Design pow_iter_flat, sky130hd; sources not shown.
Fig. 1: metal 2
The bar under the picture is 100 um long.
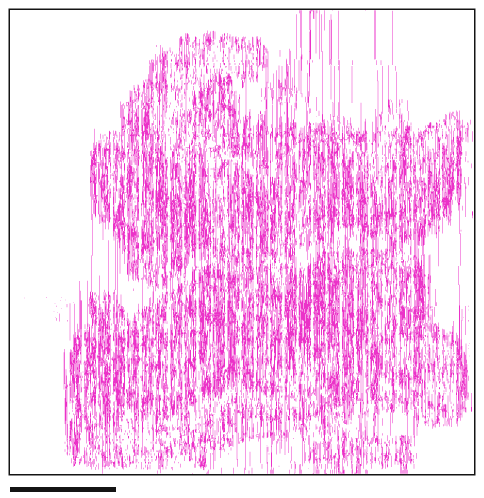
The layer holds 50% of the routed length. The layer carries 101 mm of wire.
met2 layer usage reported by global route: 37.51%
DR vias: 49,350
WL final: 200.9 mm

Fig. 2: routed metal, one color a layer
Only two layers are drawn.
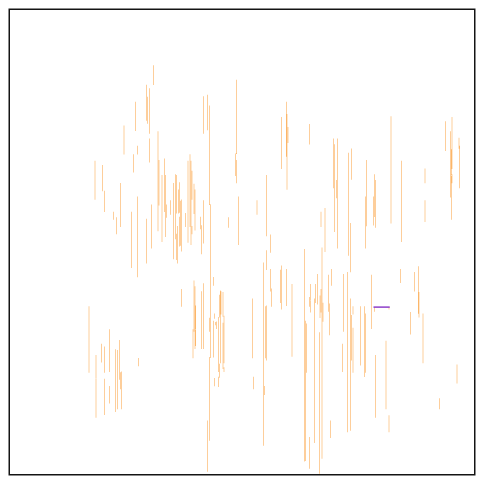
met4: shown in orange, wire length 7,680 um. met5: shown in purple, wire length 13.8 um.
WL per Instance: 20.95 um
All-Layer GR Usage: 21.52%

==> out/qor.txt <==
Yosys warnings -> 0
Antenna Violating Nets Remaining -> 0
Asr flop ratio synth -> 100.0%
Crit share post-route -> 62.42%
Dominant non-sequential cell family after synthesis -> adder cells
Worst Hold Class -> reg2reg
GRT overflow -> 0
And+or+nand+nor area frac -> 16.31%
Worst Skew -> 31.91 ps
Flip-flops -> 101
Netlist area before placement -> 0.06709 mm2
Arrival time worst endpoint -> 10,280 ps
Clock network share of area -> 0.4647%
Port-buffer cells -> 102
Setup TNS -> 0 ps
Fp util -> 35.28%
Total count of max-transition violations in the final report -> 0
Antenna violations before repair -> 9
Setup repair after global routing missed its margin -> no
Leading cell type by number of instances after synthesis -> sky130_fd_sc_hd__fa_1
Outcome -> complete, no violations
Reported max-cap violation count -> 0
Most used logic cell in the final layout -> sky130_fd_sc_hd__fa_1
Synthesized Nets -> 9,625
Yosys Chip Area -> 0.06709 mm2
DR pass1 iterations -> 7
Most frequently placed logic cells in the final layout -> 1,689 x sky130_fd_sc_hd__fa_1, 1,572 x sky130_fd_sc_hd__inv_1, 890 x sky130_fd_sc_hd__nand2_1
Slew margin rel. -> 24.26%
HPWL after detailed placement -> 152.6 mm
CTS tree -> built
Largest cells by area after synthesis -> sky130_fd_sc_hd__fa_1 50%, sky130_fd_sc_hd__ha_1 10%, sky130_fd_sc_hd__inv_1 8.8%
Time the final worst path needs with I/O delays and setup -> 9987 ps
Remaining routing DRC violations -> 0
Fraction of the mapped netlist area in compound gates -> 5.903%
Worst hold stages -> 2
Flip-flop and latch count after synthesis -> 101
Antenna diode count -> 4
-- worst min-delay path, cell delays in order, from the launching register on --
cell	delay, ps
sky130_fd_sc_hd__dfrtp_1	380
sky130_fd_sc_hd__nand3_1	80
sky130_fd_sc_hd__nand2_1	60
-- stage by stage --
| stage | instances | setup WS, ps |
|---|---|---|
| floorplan | 7314 | 7554 |
| global placement | 9570 | 6213 |
| detailed placement | 9570 | 6154 |
| CTS | 9586 | 6112 |
| global route | 9587 | 5620 |
| finish | 9591 | 6013 |
-- per-layer routing --
metal	routed length (um)	global-route usage, %	part of all wire, %	vias up
met1	82260	27.38	41	26180
met3	9847	2.368	4.9	383
met4	7684	7.930	3.8	2
met2	101100	37.51	50	1458
met5	13	0	0.0065	-
li1	-	-	-	21320
